run_1/layer_met2.png
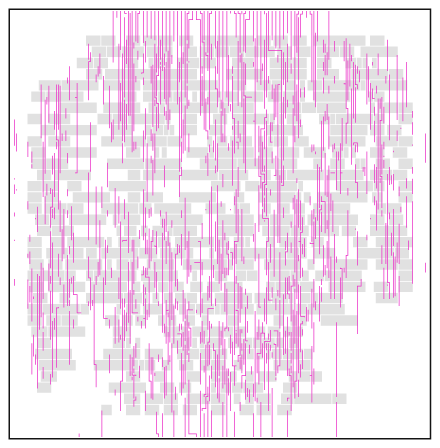
run_1/io_fan.png
Bar = 20 microns.
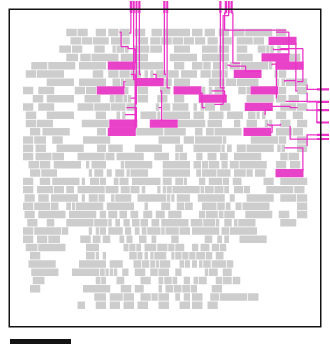
run_1/layer_met1.png
Supply wires on this layer in gray.
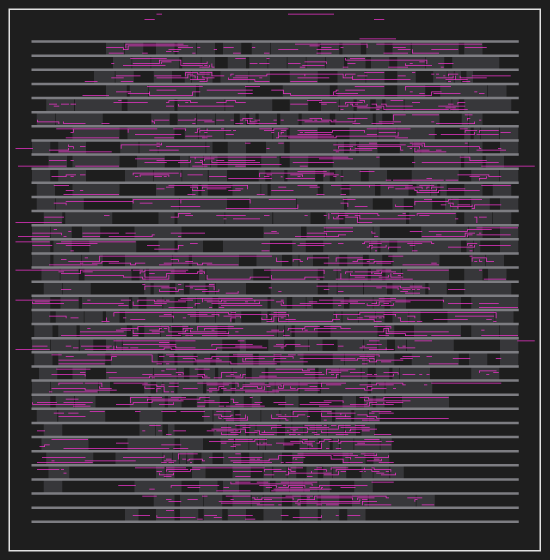
$ cat config.mk
export PLATFORM = sky130hd
export DESIGN_NAME = atm_session_ctrl_flat
export DESIGN_NICKNAME = d
export VERILOG_FILES = /design/src/rtl/atm_session_if.sv /design/src/rtl/atm_session_ctrl.sv /design/src/flat_wrapper.sv
export SDC_FILE = /design/constraint.sdc
export NUM_CORES = 1
export LEC_CHECK = 0
export CORE_AREA = 4 4 98 100
export DETAILED_ROUTE_END_ITERATION = 8
export DIE_AREA = 0 0 102 104
export PLACE_DENSITY = 0.8
export SYNTH_ARGS = -nofsm -noshare
export SYNTH_HDL_FRONTEND = slang
export SYNTH_SLANG_ARGS = --single-unit
export TNS_END_PERCENT = 100
$ cat constraint.sdc
create_clock -name clk -period 2.7 [get_ports clk]
set_clock_uncertainty 0.05 [all_clocks]
set_input_delay 0.54 -clock clk [delete_from_list [all_inputs] [get_ports clk]]
set_output_delay 0.54 -clock clk [all_outputs]
set_load 0.01 [all_outputs]
$ cat src/rtl/atm_session_if.sv
// Bundle of every user-side, core-side and status signal of the ATM session
// controller. The controller sits on the slave side. The master side drives the
// card, keypad and core-completion inputs.
interface atm_session_if;
    // user / card side
    logic        card_in;
    logic [3:0]  card_acc;
    logic        pin_valid;
    logic [15:0] pin_in;
    logic        op_valid;
    logic [2:0]  op_sel;
    logic [15:0] amount_in;
    logic [15:0] newpin_in;
    logic        logout;
    // ATM core side
    logic        atm_start;
    logic [2:0]  atm_operation;
    logic [3:0]  atm_acc_num;
    logic [15:0] atm_pin;
    logic [15:0] atm_amount;
    logic [15:0] atm_newpin;
    logic        atm_done;
    logic        atm_success;
    // status
    logic        session_active;
    logic        card_eject;
    logic        card_retained;
    logic        result_ok;
    logic        result_err;
    logic [1:0]  tries_left;
    logic [2:0]  state;

    modport slave (
        input  card_in, card_acc, pin_valid, pin_in, op_valid, op_sel,
               amount_in, newpin_in, logout, atm_done, atm_success,
        output atm_start, atm_operation, atm_acc_num, atm_pin, atm_amount,
               atm_newpin, session_active, card_eject, card_retained,
               result_ok, result_err, tries_left, state
    );

    modport master (
        output card_in, card_acc, pin_valid, pin_in, op_valid, op_sel,
               amount_in, newpin_in, logout, atm_done, atm_success,
        input  atm_start, atm_operation, atm_acc_num, atm_pin, atm_amount,
               atm_newpin, session_active, card_eject, card_retained,
               result_ok, result_err, tries_left, state
    );
endinterface

$ cat src/rtl/atm_session_ctrl.sv
// ATM session controller: card insertion, PIN verification with retry lockout,
// operation dispatch to the ATM core, and inactivity and core timeouts.
module atm_session_ctrl #(
    parameter int MAX_TRIES    = 3,
    parameter int IDLE_TIMEOUT = 1000,
    parameter int CORE_TIMEOUT = 64
) (
    input logic         clk,
    input logic         rst_n,
    atm_session_if.slave bus
);
    localparam int IW = $clog2(IDLE_TIMEOUT + 1);
    localparam int CW = $clog2(CORE_TIMEOUT + 1);

    typedef enum logic [2:0] {
        S_IDLE = 3'd0, S_WAIT_PIN = 3'd1, S_CHECK_PIN = 3'd2, S_MENU = 3'd3,
        S_EXEC = 3'd4, S_RESULT = 3'd5, S_EJECT = 3'd6, S_LOCKED = 3'd7
    } state_e;

    state_e          state_q, state_d;
    logic [1:0]      tries_q;
    logic [3:0]      acc_q;
    logic [2:0]      op_q;
    logic [15:0]     pin_q, amt_q, newpin_q;
    logic [IW-1:0]   idle_cnt_q;
    logic [CW-1:0]   core_cnt_q;
    logic            card_gone_q;
    logic            start_q, ok_q, err_q;
    logic            start_d, ok_d, err_d;
    logic            sess, eject, retained;

    // The cycle that raises atm_start cannot also see that transaction's done.
    logic in_core, done_v, core_to, idle_to, gone, op_ok, activity;
    assign in_core  = (state_q == S_CHECK_PIN) || (state_q == S_EXEC);
    assign done_v   = in_core && bus.atm_done && !start_q;
    assign core_to  = in_core && (core_cnt_q == CW'(CORE_TIMEOUT)) && !done_v;
    assign idle_to  = (idle_cnt_q == IW'(IDLE_TIMEOUT));
    assign gone     = card_gone_q || !bus.card_in;
    assign op_ok    = (bus.op_sel != 3'd0) && (bus.op_sel != 3'd7);
    assign activity = bus.pin_valid || bus.op_valid;

    // State register
    always_ff @(posedge clk or negedge rst_n) begin
        if (!rst_n) state_q <= S_IDLE;
        else        state_q <= state_d;
    end

    // Next-state logic. A card pulled mid-transaction is only acted on
    // once the core finishes or times out.
    always_comb begin
        state_d = state_q;
        case (state_q)
            S_IDLE:      if (bus.card_in) state_d = S_WAIT_PIN;
            S_WAIT_PIN: begin
                if (!bus.card_in)       state_d = S_IDLE;
                else if (bus.pin_valid) state_d = S_CHECK_PIN;
                else if (idle_to)       state_d = S_EJECT;
            end
            S_CHECK_PIN: begin
                if (done_v) begin
                    if (gone)                 state_d = S_IDLE;
                    else if (bus.atm_success) state_d = S_MENU;
                    else if (tries_q <= 2'd1) state_d = S_LOCKED;
                    else                      state_d = S_WAIT_PIN;
                end else if (core_to) begin
                    state_d = gone ? S_IDLE : S_EJECT;
                end
            end
            S_MENU: begin
                if (!bus.card_in)                state_d = S_IDLE;
                else if (bus.logout)             state_d = S_EJECT;
                else if (bus.op_valid && op_ok)  state_d = S_EXEC;
                else if (!bus.op_valid && idle_to) state_d = S_EJECT;
            end
            S_EXEC: begin
                if (done_v)       state_d = gone ? S_IDLE : S_RESULT;
                else if (core_to) state_d = gone ? S_IDLE : S_EJECT;
            end
            S_RESULT:    state_d = S_MENU;
            S_EJECT,
            S_LOCKED:    if (!bus.card_in) state_d = S_IDLE;
            default:     state_d = S_IDLE;
        endcase
    end

    // Output logic: state-decoded levels plus next values of the registered pulses
    always_comb begin
        start_d  = ((state_d == S_CHECK_PIN) || (state_d == S_EXEC)) && (state_d != state_q);
        ok_d     = (state_d == S_RESULT) && bus.atm_success;
        err_d    = ((state_d == S_RESULT) && !bus.atm_success)
                 || ((state_q == S_MENU) && bus.card_in && !bus.logout && bus.op_valid && !op_ok)
                 || core_to;
        sess     = (state_q == S_MENU) || (state_q == S_EXEC) || (state_q == S_RESULT);
        eject    = (state_q == S_EJECT);
        retained = (state_q == S_LOCKED);
    end

    // Operand latches, try counter, timers and registered pulses
    always_ff @(posedge clk or negedge rst_n) begin
        if (!rst_n) begin
            tries_q     <= '0;
            acc_q       <= '0;
            op_q        <= '0;
            pin_q       <= '0;
            amt_q       <= '0;
            newpin_q    <= '0;
            idle_cnt_q  <= '0;
            core_cnt_q  <= '0;
            card_gone_q <= 1'b0;
            start_q     <= 1'b0;
            ok_q        <= 1'b0;
            err_q       <= 1'b0;
        end else begin
            start_q <= start_d;
            ok_q    <= ok_d;
            err_q   <= err_d;
            if (state_q == S_IDLE && bus.card_in) begin
                acc_q   <= bus.card_acc;
                tries_q <= 2'(MAX_TRIES);
            end
            if (state_q == S_WAIT_PIN && bus.card_in && bus.pin_valid) begin
                pin_q <= bus.pin_in;
                op_q  <= 3'd0;
            end
            if (state_q == S_CHECK_PIN && done_v && !bus.atm_success && tries_q != 2'd0)
                tries_q <= tries_q - 2'd1;
            if (state_q == S_MENU && state_d == S_EXEC) begin
                op_q     <= bus.op_sel;
                amt_q    <= bus.amount_in;
                newpin_q <= bus.newpin_in;
            end
            if (state_q == S_EXEC && done_v && bus.atm_success && op_q == 3'd5)
                pin_q <= newpin_q;
            if (state_d != state_q || activity)
                idle_cnt_q <= '0;
            else if ((state_q == S_WAIT_PIN || state_q == S_MENU) && !idle_to)
                idle_cnt_q <= idle_cnt_q + 1'b1;
            if (start_d)
                core_cnt_q <= '0;
            else if (in_core && core_cnt_q != CW'(CORE_TIMEOUT))
                core_cnt_q <= core_cnt_q + 1'b1;
            card_gone_q <= in_core ? (card_gone_q || !bus.card_in) : 1'b0;
        end
    end

    assign bus.atm_start      = start_q;
    assign bus.atm_operation  = op_q;
    assign bus.atm_acc_num    = acc_q;
    assign bus.atm_pin        = pin_q;
    assign bus.atm_amount     = amt_q;
    assign bus.atm_newpin     = newpin_q;
    assign bus.session_active = sess;
    assign bus.card_eject     = eject;
    assign bus.card_retained  = retained;
    assign bus.result_ok      = ok_q;
    assign bus.result_err     = err_q;
    assign bus.tries_left     = tries_q;
    assign bus.state          = state_q;
endmodule
$ cat src/flat_wrapper.sv
// flat-port wrapper written by rule: the top's interface ports become plain ports
module atm_session_ctrl_flat 
#(
    parameter int MAX_TRIES    = 3,
    parameter int IDLE_TIMEOUT = 1000,
    parameter int CORE_TIMEOUT = 64
)
  (clk, rst_n, bus_card_in, bus_card_acc, bus_pin_valid, bus_pin_in, bus_op_valid, bus_op_sel, bus_amount_in, bus_newpin_in, bus_logout, bus_atm_done, bus_atm_success, bus_atm_start, bus_atm_operation, bus_atm_acc_num, bus_atm_pin, bus_atm_amount, bus_atm_newpin, bus_session_active, bus_card_eject, bus_card_retained, bus_result_ok, bus_result_err, bus_tries_left, bus_state);
  atm_session_if bus_i ();
  input logic clk;
  input logic rst_n;
  input wire logic [$bits(bus_i.card_in)-1:0] bus_card_in;
  input wire logic [$bits(bus_i.card_acc)-1:0] bus_card_acc;
  input wire logic [$bits(bus_i.pin_valid)-1:0] bus_pin_valid;
  input wire logic [$bits(bus_i.pin_in)-1:0] bus_pin_in;
  input wire logic [$bits(bus_i.op_valid)-1:0] bus_op_valid;
  input wire logic [$bits(bus_i.op_sel)-1:0] bus_op_sel;
  input wire logic [$bits(bus_i.amount_in)-1:0] bus_amount_in;
  input wire logic [$bits(bus_i.newpin_in)-1:0] bus_newpin_in;
  input wire logic [$bits(bus_i.logout)-1:0] bus_logout;
  input wire logic [$bits(bus_i.atm_done)-1:0] bus_atm_done;
  input wire logic [$bits(bus_i.atm_success)-1:0] bus_atm_success;
  output wire logic [$bits(bus_i.atm_start)-1:0] bus_atm_start;
  output wire logic [$bits(bus_i.atm_operation)-1:0] bus_atm_operation;
  output wire logic [$bits(bus_i.atm_acc_num)-1:0] bus_atm_acc_num;
  output wire logic [$bits(bus_i.atm_pin)-1:0] bus_atm_pin;
  output wire logic [$bits(bus_i.atm_amount)-1:0] bus_atm_amount;
  output wire logic [$bits(bus_i.atm_newpin)-1:0] bus_atm_newpin;
  output wire logic [$bits(bus_i.session_active)-1:0] bus_session_active;
  output wire logic [$bits(bus_i.card_eject)-1:0] bus_card_eject;
  output wire logic [$bits(bus_i.card_retained)-1:0] bus_card_retained;
  output wire logic [$bits(bus_i.result_ok)-1:0] bus_result_ok;
  output wire logic [$bits(bus_i.result_err)-1:0] bus_result_err;
  output wire logic [$bits(bus_i.tries_left)-1:0] bus_tries_left;
  output wire logic [$bits(bus_i.state)-1:0] bus_state;
  assign bus_i.card_in = bus_card_in;
  assign bus_i.card_acc = bus_card_acc;
  assign bus_i.pin_valid = bus_pin_valid;
  assign bus_i.pin_in = bus_pin_in;
  assign bus_i.op_valid = bus_op_valid;
  assign bus_i.op_sel = bus_op_sel;
  assign bus_i.amount_in = bus_amount_in;
  assign bus_i.newpin_in = bus_newpin_in;
  assign bus_i.logout = bus_logout;
  assign bus_i.atm_done = bus_atm_done;
  assign bus_i.atm_success = bus_atm_success;
  assign bus_atm_start = bus_i.atm_start;
  assign bus_atm_operation = bus_i.atm_operation;
  assign bus_atm_acc_num = bus_i.atm_acc_num;
  assign bus_atm_pin = bus_i.atm_pin;
  assign bus_atm_amount = bus_i.atm_amount;
  assign bus_atm_newpin = bus_i.atm_newpin;
  assign bus_session_active = bus_i.session_active;
  assign bus_card_eject = bus_i.card_eject;
  assign bus_card_retained = bus_i.card_retained;
  assign bus_result_ok = bus_i.result_ok;
  assign bus_result_err = bus_i.result_err;
  assign bus_tries_left = bus_i.tries_left;
  assign bus_state = bus_i.state;
  atm_session_ctrl #(.MAX_TRIES(MAX_TRIES), .IDLE_TIMEOUT(IDLE_TIMEOUT), .CORE_TIMEOUT(CORE_TIMEOUT)) u_core (.clk(clk), .rst_n(rst_n), .bus(bus_i));
endmodule
==> results_slide.txt, run 1 <==
Synthesis and Place & Route Summary

Outcome
  – Outcome: complete, no violations

Synth
  – Async set or reset register ratio after synthesis: 1.000
  – Area leader, netlist: dfrtp_1
  – Main flop type: dfrtp_1
  – YS chip area: 4040 sq um
  – Synthesized Nets: 411

Global routing
  – First-pass GRT wire length: 16.50 mm
  – Met3 Use GR: 0.03085

Clocking
  – Hold_buf cts: 0
  – CTS resizes: 0
  – Clock Pin Slew Worst Setup and Hold Paths: 80 ps
  – Clock sink count: 81

Critical path
  – Worst Setup SP: bus_atm_done
  – Crit Reg-Reg Endpoint: u_core.core_cnt_q[2]$_DFFE_PN0P_
  – Critical path startpoint category: input port
  – Crit path DAT: 2800 ps
  – R2R Setup Slk: 130 ps

STA
  – FMAX: 381.6 MHz
  – Total negative slack: 0 ps
  – Count of final setup violators: 0
  – Worst-margin pin slew: 583.1 ps
  – Cycle use final: 0.9705

Layout
  – Fill cell count: 682
  – Fraction of layout cells with a size suffix above 1: 0.2233
  – Most numerous logic cell after layout: clkdlybuf4s50_1

Detailed routing
  – Iteration tally of the first detailed-router pass: 4
  – Detailed Route Iter0 Violations: 122
  – Metal2 WL: 5.319 mm

Place
  – Post-DP Area: 5584 sq um

Pwr
  – Pwr dens: 878.1 nW/um^2

Floorplan
  – Chip area: 10610 sq um
Notes on layer_met2.png above:
longest straight run: 38.4 microns
wire length on this layer: 5320 microns
Vias: 3202
Routed WL: 10.42 mm
global-route track usage on met2: 0.3240

Notes on io_fan.png above:
legend:
  magenta:
    port: bus_atm_pin
    bits: 16
    direction: output
    edge: 10 top, 6 right
    end_cells: 16
    wire: 496 microns
port bufs: 128
number of I/O pins: 129

Notes on layer_met1.png above:
nets with wire on the layer: 495
share of all routed wire: 42%
wire length on this layer: 4360 microns
longest straight run: 33.1 microns
GR Util met1: 0.2585

## run 1: where the power goes
group,internal [mW],switching (mW)
registers,1.63,0.312
clock network,0.344,0.470
logic,1.37,0.978
total,3.34,1.76
## run 1: cells by family after synthesis
logic type	count (synthesis)	share of synthesized area
flip-flops	81	0.5017
AND/OR/NAND/NOR	129	0.1756
multiplexers	41	0.1381
AND-OR/OR-AND	39	0.07340
adder cells (fa/ha/maj)	7	0.02137
XOR/XNOR	18	0.03902
buffers and inverters	27	0.05079
## run 1: registers in the layout, summed over array words and instances (netlist names)
name and flops:
u_core.bus.tries_left 2, u_core.bus.atm_operation 3, u_core.idle_cnt_q 10, u_core.bus.result_err 1
u_core.bus.atm_acc_num 4, u_core.core_cnt_q 7, u_core.bus.atm_start 1, u_core.bus.atm_newpin 16
u_core.bus.result_ok 1, u_core.card_gone_q 1, u_core.bus.atm_pin 16, u_core.bus.state 3
u_core.bus.atm_amount 16
## run 1: critical path: cells and delay by family
family	cells	cell delay, ps
simple gates	2	430
buf+inv	2	720
compound gates	4	930
xor+xnor	1	160
## run 1: stage by stage
| stage | utilization | worst slack (ps) |
|---|---|---|
| floorplan | - | 248.5 |
| global placement | 0.6435 | -203.1 |
| detailed placement | 0.6435 | -245.8 |
| CTS | 0.6641 | 57.75 |
| global route | 0.6688 | -51.57 |
| finish | 0.6688 | 79.62 |
## run 1: area by class of cell
cell class                 instances  area (sq um)  area share
inverter                          14         52.55    0.009054
tap                              108         135.1     0.02328
clock buffer                       9         123.9     0.02134
sequential                        81          2028      0.3494
multi-input combinational        235          1853      0.3193
clock inverter                     7         55.05    0.009485
timing repair buffer             160          1556      0.2682
run_1/congestion.png
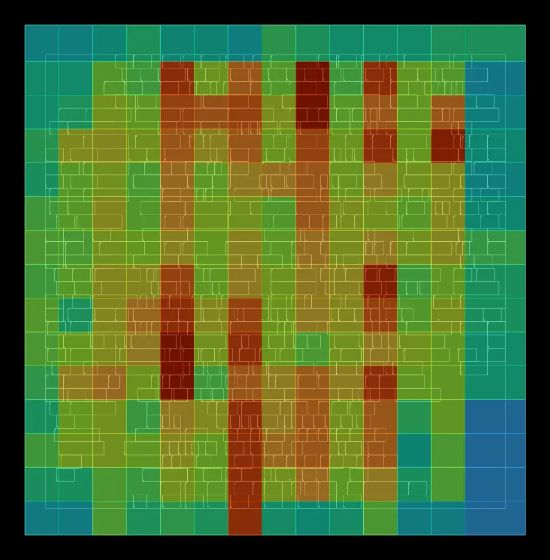

==> run 2: changes to the inputs <==
CORE_AREA = 4 4 115 117   (was 4 4 98 100)
DIE_AREA = 0 0 119 121   (was 0 0 102 104)
PLACE_DENSITY = default   (was 0.8)
run_2/congestion.png
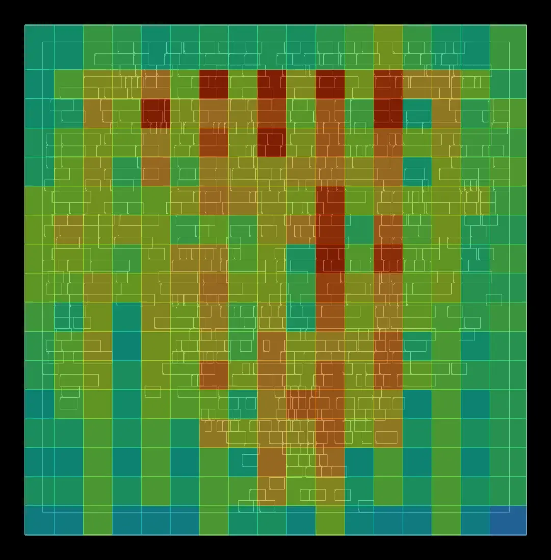
routed length per instance: 15.81 microns
Finished Core Util: 0.4876

==> results_slide.txt, run 2 <==
Synthesis and Place & Route Summary

Layout
  – Fill cell count: 1144 (was 682)
  – Fraction of layout cells with a size suffix above 1: 0.2216 (was 0.2233)
  – Most numerous logic cell after layout: clkdlybuf4s50_1 (unchanged)

Pwr
  – Worst VDD drop: 0.6527 mV (was 0.4020 mV)
  – Pwr dens: 930.7 nW/um^2 (was 878.1 nW/um^2)

Synth
  – YS chip area: 4040 sq um (unchanged)
  – Main flop type: dfrtp_1 (unchanged)
  – Area leader, netlist: dfrtp_1 (unchanged)
  – Synthesized Nets: 411 (unchanged)
  – Async set or reset register ratio after synthesis: 1.000 (unchanged)

Detailed routing
  – Detailed Route Iter0 Violations: 108 (was 122)
  – Iteration tally of the first detailed-router pass: 4 (unchanged)
  – Routed WL: 10.64 mm (was 10.42 mm)
  – Vias: 3172 (was 3202)
  – Vias per cell: 4.713 (was 5.215)

Floorplan
  – Core footprint: 12360 sq um (was 8678 sq um)
  – Chip area: 14400 sq um (was 10610 sq um)

Critical path
  – Worst Setup SP: u_core.bus.state[0]$_DFF_PN0_ (was bus_atm_done)
  – Crit path DAT: 2020 ps (was 2800 ps)
  – Critical path startpoint category: flop (was input port)
  – R2R Setup Slk: 110 ps (was 130 ps)
  – Crit Reg-Reg Endpoint: u_core.bus.atm_amount[8]$_DFFE_PN0N_ (was u_core.core_cnt_q[2]$_DFFE_PN0P_)

Global routing
  – First-pass GRT wire length: 17.56 mm (was 16.50 mm)

STA
  – FMAX: 383.6 MHz (was 381.6 MHz)
  – Slew HR: 0.5113 (was 0.6113)
  – Worst-margin pin slew: 732.2 ps (was 583.1 ps)
  – Count of final setup violators: 0 (unchanged)
  – Crit path time final: 2607 ps (was 2620 ps)

Clocking
  – H-tree levels: 3 (unchanged)
  – Clock sink count: 81 (unchanged)
  – Clock Pin Slew Worst Setup and Hold Paths: 60 ps (was 80 ps)

Place
  – Post-DP Area: 5639 sq um (was 5584 sq um)
  – Worst slack, placed: -270.2 ps (was -245.8 ps)
  – Port bufs: 128 (unchanged)

Outcome
  – Outcome: complete, no violations (unchanged)
run_2/io_fan.png
Bar = 20 microns.
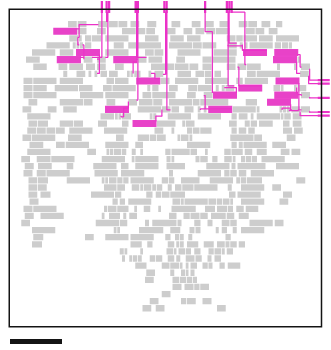
legend:
  magenta:
    port: bus_atm_pin
    bits: 16
    direction: output
    edge: 11 top, 5 right
    end_cells: 16
    wire: 461 microns

-- run 2: cell count changes in the layout (fill, tap and decap cells not counted), moves of 2 or more --
| cell | change |
|---|---|
| mux2_4 | +3 |
| mux2_2 | -3 |
| clkbuf_8 | -8 |
| clkbuf_16 | +9 |
| bufinv_16 | +2 |
| buf_4 | -6 |
-- run 2: metal layers --
metal,track usage,share of wire,up-vias,wire length (microns)
li1,-,-,1505,-
met1,0.1854,0.40,1571,4268
met2,0.2536,0.52,79,5521
met3,0.05361,0.055,17,587
met4,0.04272,0.025,0,264
met5,0,0,-,0
-- run 2: where the power goes --
group	internal [mW]	switching (mW)	total, mW
sequential	1.63	0.303	1.93
combinational	1.38	0.968	2.35
clock	0.838	0.493	1.33
total	3.85	1.76	5.61
-- run 2: layout make-up --
cell class	instances	area, sq um	area share
sequential	81	2029	0.3367
tap	172	215.2	0.03570
inverter	14	52.55	0.008717
multi-input combinational	234	1859	0.3084
clock inverter	6	90.09	0.01494
timing repair buffer	156	1543	0.2559
clock buffer	10	239.0	0.03964
-- run 2: kinds of logic after synthesis --
family / count (synthesis) / synth area share
buffers and inverters: 27 / 0.05079
flip-flops: 81 / 0.5017
XOR/XNOR: 18 / 0.03902
multiplexers: 41 / 0.1381
AND/OR/NAND/NOR: 129 / 0.1756
AND-OR/OR-AND: 39 / 0.07340
adder cells (fa/ha/maj): 7 / 0.02137
-- run 2: worst max-delay path, delay by kind of cell, from the launching register on --
family / cells / cell delay (ps)
flip-flops: 1 / 540
buffers and inverters: 2 / 840
AND-OR/OR-AND: 1 / 300
-- run 2: repair_timing --
action	in CTS	in global routing
endpoints found under the setup margin	0	50
buffers inserted	0	1
gates resized	0	12
hold buffers	0	0
==> run 3: changes to the inputs <==
ABC_CLOCK_PERIOD_IN_PS = 2700   (was default)
run_3/layer_met1.png
Supply wires on this layer in gray.
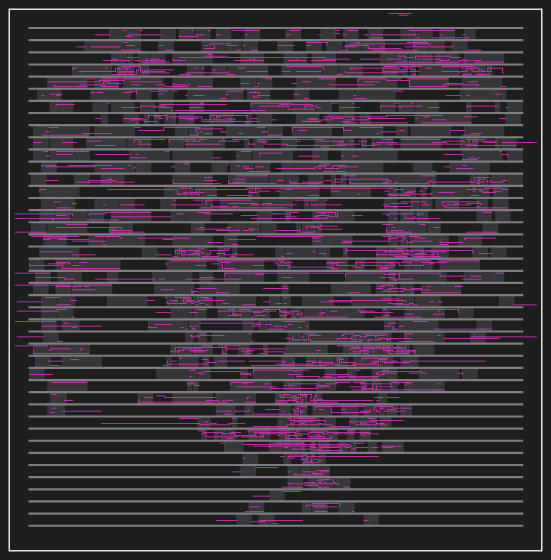
longest straight run: 32.7 microns
nets with wire on the layer: 503
Vias: 3172
Routed WL: 10.64 mm
GR Util met1: 0.1854

run_3/congestion.png
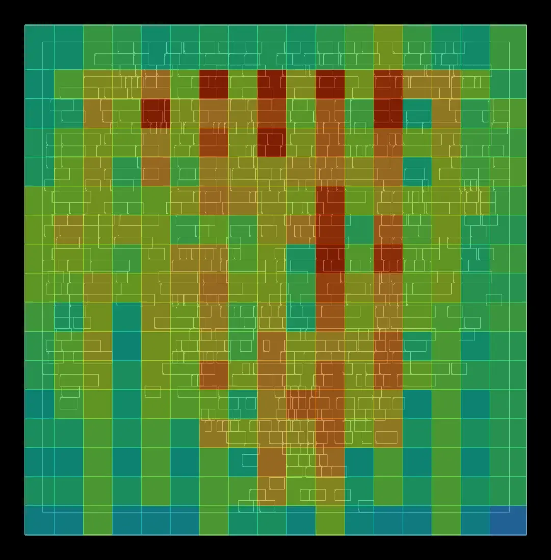
All-Layer GR Usage: 0.1517
busiest grt layer: met2
met3 Use GR: 0.05361
global-route track usage on met2: 0.2536

==> results_slide.txt, run 3 <==
Synthesis and Place & Route Summary

Layout
  – Clock network area share: 0.05459 (unchanged)
  – Fill cell count: 1144 (unchanged)
  – Largest class: flip-flops and latches (unchanged)
  – Most numerous logic cell after layout: clkdlybuf4s50_1 (unchanged)
  – Multi-In Gates: 234 (unchanged)
  – Data buffer area share: 0.2559 (unchanged)
  – Flop area: 2029 sq um (unchanged)
  – Non-clk invs: 14 (unchanged)
  – Flop share of the area: 0.3367 (unchanged)
  – Combinational gate area: 1859 sq um (unchanged)
  – Non-clock buffer count: 156 (unchanged)

Pwr
  – Seq pwr: 1.93 mW (about the same)
  – Sw Share: 0.3142 (unchanged)
  – Clock group share of total power: 0.237 (about the same)
  – Comb. pwr: 2.35 mW (about the same)
  – Pwr dens: 930.7 nW/um^2 (unchanged)
  – Seq pwr share: 0.345 (about the same)
  – Worst VDD drop: 0.6527 mV (unchanged)
  – Combinational share of power: 0.418 (about the same)

Synth
  – Xor+xnor area frac: 0.03902 (unchanged)
  – YS chip area: 4040 sq um (unchanged)
  – Synthesized Nets: 411 (unchanged)
  – Area leader, netlist: dfrtp_1 (unchanged)
  – Async set or reset register ratio after synthesis: 1.000 (unchanged)
  – Mux frac, synth: 0.1381 (unchanged)
  – AO/OA Area Share: 0.07340 (unchanged)
  – Dominant comb cell: simple AND/OR/NAND/NOR gates (unchanged)

Floorplan
  – # Taps: 172 (unchanged)
  – Chip area: 14400 sq um (unchanged)
  – Core footprint: 12360 sq um (unchanged)

Detailed routing
  – WL met3: 587 microns (unchanged)
  – Iteration tally of the first detailed-router pass: 4 (unchanged)
  – WL met1: 4.268 mm (unchanged)
  – Top layer in use: met4 (unchanged)
  – Vias per cell: 4.713 (unchanged)
  – Detailed Route Iter0 Violations: 108 (unchanged)

Clocking
  – Clock sink count: 81 (unchanged)
  – Clock Pin Slew Worst Setup and Hold Paths: 60 ps (about the same)
  – H-tree levels: 3 (unchanged)
  – Hold_buf cts: 0 (unchanged)

Critical path
  – Critical path buffers and inverters: 2 (unchanged)
  – Cell family with most CP delay: buffers and inverters (unchanged)
  – Critical path startpoint category: flop (unchanged)

STA
  – FMAX: 383.6 MHz (unchanged)
  – Crit path time final: 2607 ps (unchanged)
  – Worst-margin pin slew: 732.2 ps (unchanged)
  – Count of final setup violators: 0 (unchanged)

Place
  – Post-DP Area: 5639 sq um (unchanged)

Global routing
  – First-pass GRT wire length: 17.56 mm (unchanged)

Outcome
  – Outcome: complete, no violations (unchanged)
run 3: repair_timing:
action / in CTS / in global routing
setup buffers: 0 / 1
resized: 0 / 12
setup endpoints to repair: 0 / 50
hold endpoints to repair: 0 / 0
run 3: through the flow:
step | power [mW] | utilization | worst slack, ps
after detailed placement | 4.283 | 0.4561 | -270.2
after global placement | 4.252 | 0.4561 | -192.3
after floorplan | 3.018 | - | 248.5
final | 5.611 | 0.4876 | 92.82
after global routing | 5.954 | 0.4876 | -11.73
after CTS | 5.654 | 0.4827 | 18.11
run 3: worst paths after layout:
kind | from | end | slack (ps)
worst max-delay path | u_core.bus.state[0]$_DFF_PN0_ | bus_session_active | 90
worst min-delay path | rst_n | u_core.bus.atm_newpin[2]$_DFFE_PN0N_ | 120
worst max register to register | u_core.core_cnt_q[0]$_DFFE_PN0P_ | u_core.bus.atm_amount[8]$_DFFE_PN0N_ | 110
worst min register to register | u_core.bus.atm_pin[6]$_DFFE_PN0P_ | u_core.bus.atm_pin[6]$_DFFE_PN0P_ | 420
max in group asynchronous | rst_n | u_core.bus.state[2]$_DFF_PN0_ | 1860
min in group clk | u_core.bus.atm_pin[6]$_DFFE_PN0P_ | u_core.bus.atm_pin[6]$_DFFE_PN0P_ | 420
run 3: cells by family (layout without fill, tap and decap cells):
logic type / count (synthesis) / in the layout
simple gates: 129 / 129
fa+ha+maj: 7 / 7
buf+inv: 27 / 186
flops: 81 / 81
mux: 41 / 41
xor+xnor: 18 / 18
compound gates: 39 / 39
run 3: worst register-to-register path, delay by kind of cell (launching register included):
| kind | cells | cell delay, ps |
|---|---|---|
| and+or+nand+nor | 4 | 930 |
| buffers and inverters | 3 | 390 |
| DFF | 1 | 380 |
| muxes | 2 | 580 |
| adders and majority gates | 1 | 150 |

==> notes/layouts.md <==
Pictures saved along the way, in no particular order.

Sequential cells colored by netlist name.
Other sequential cells in the stronger gray, the rest of the logic in the fainter gray.
Plate I
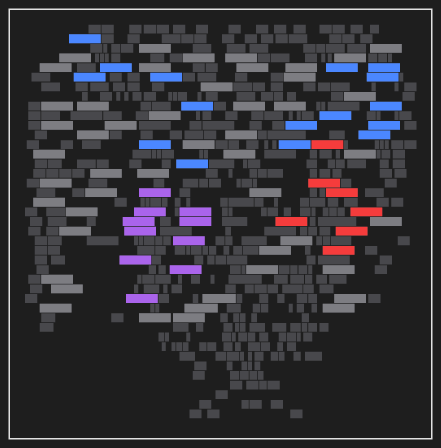
Plate II
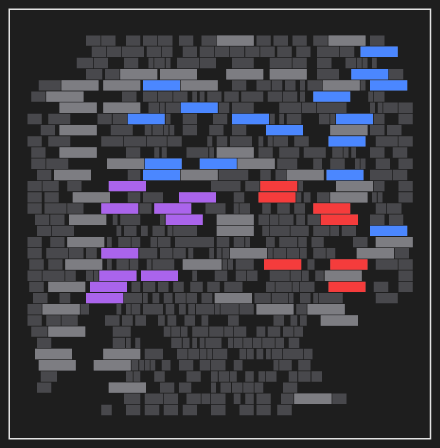
| from | picture |
|---|---|
| run 1 | Plate II |
| run 2 | Plate I |

Power figures rest on the tool's default switching activity, not on a simulated workload.
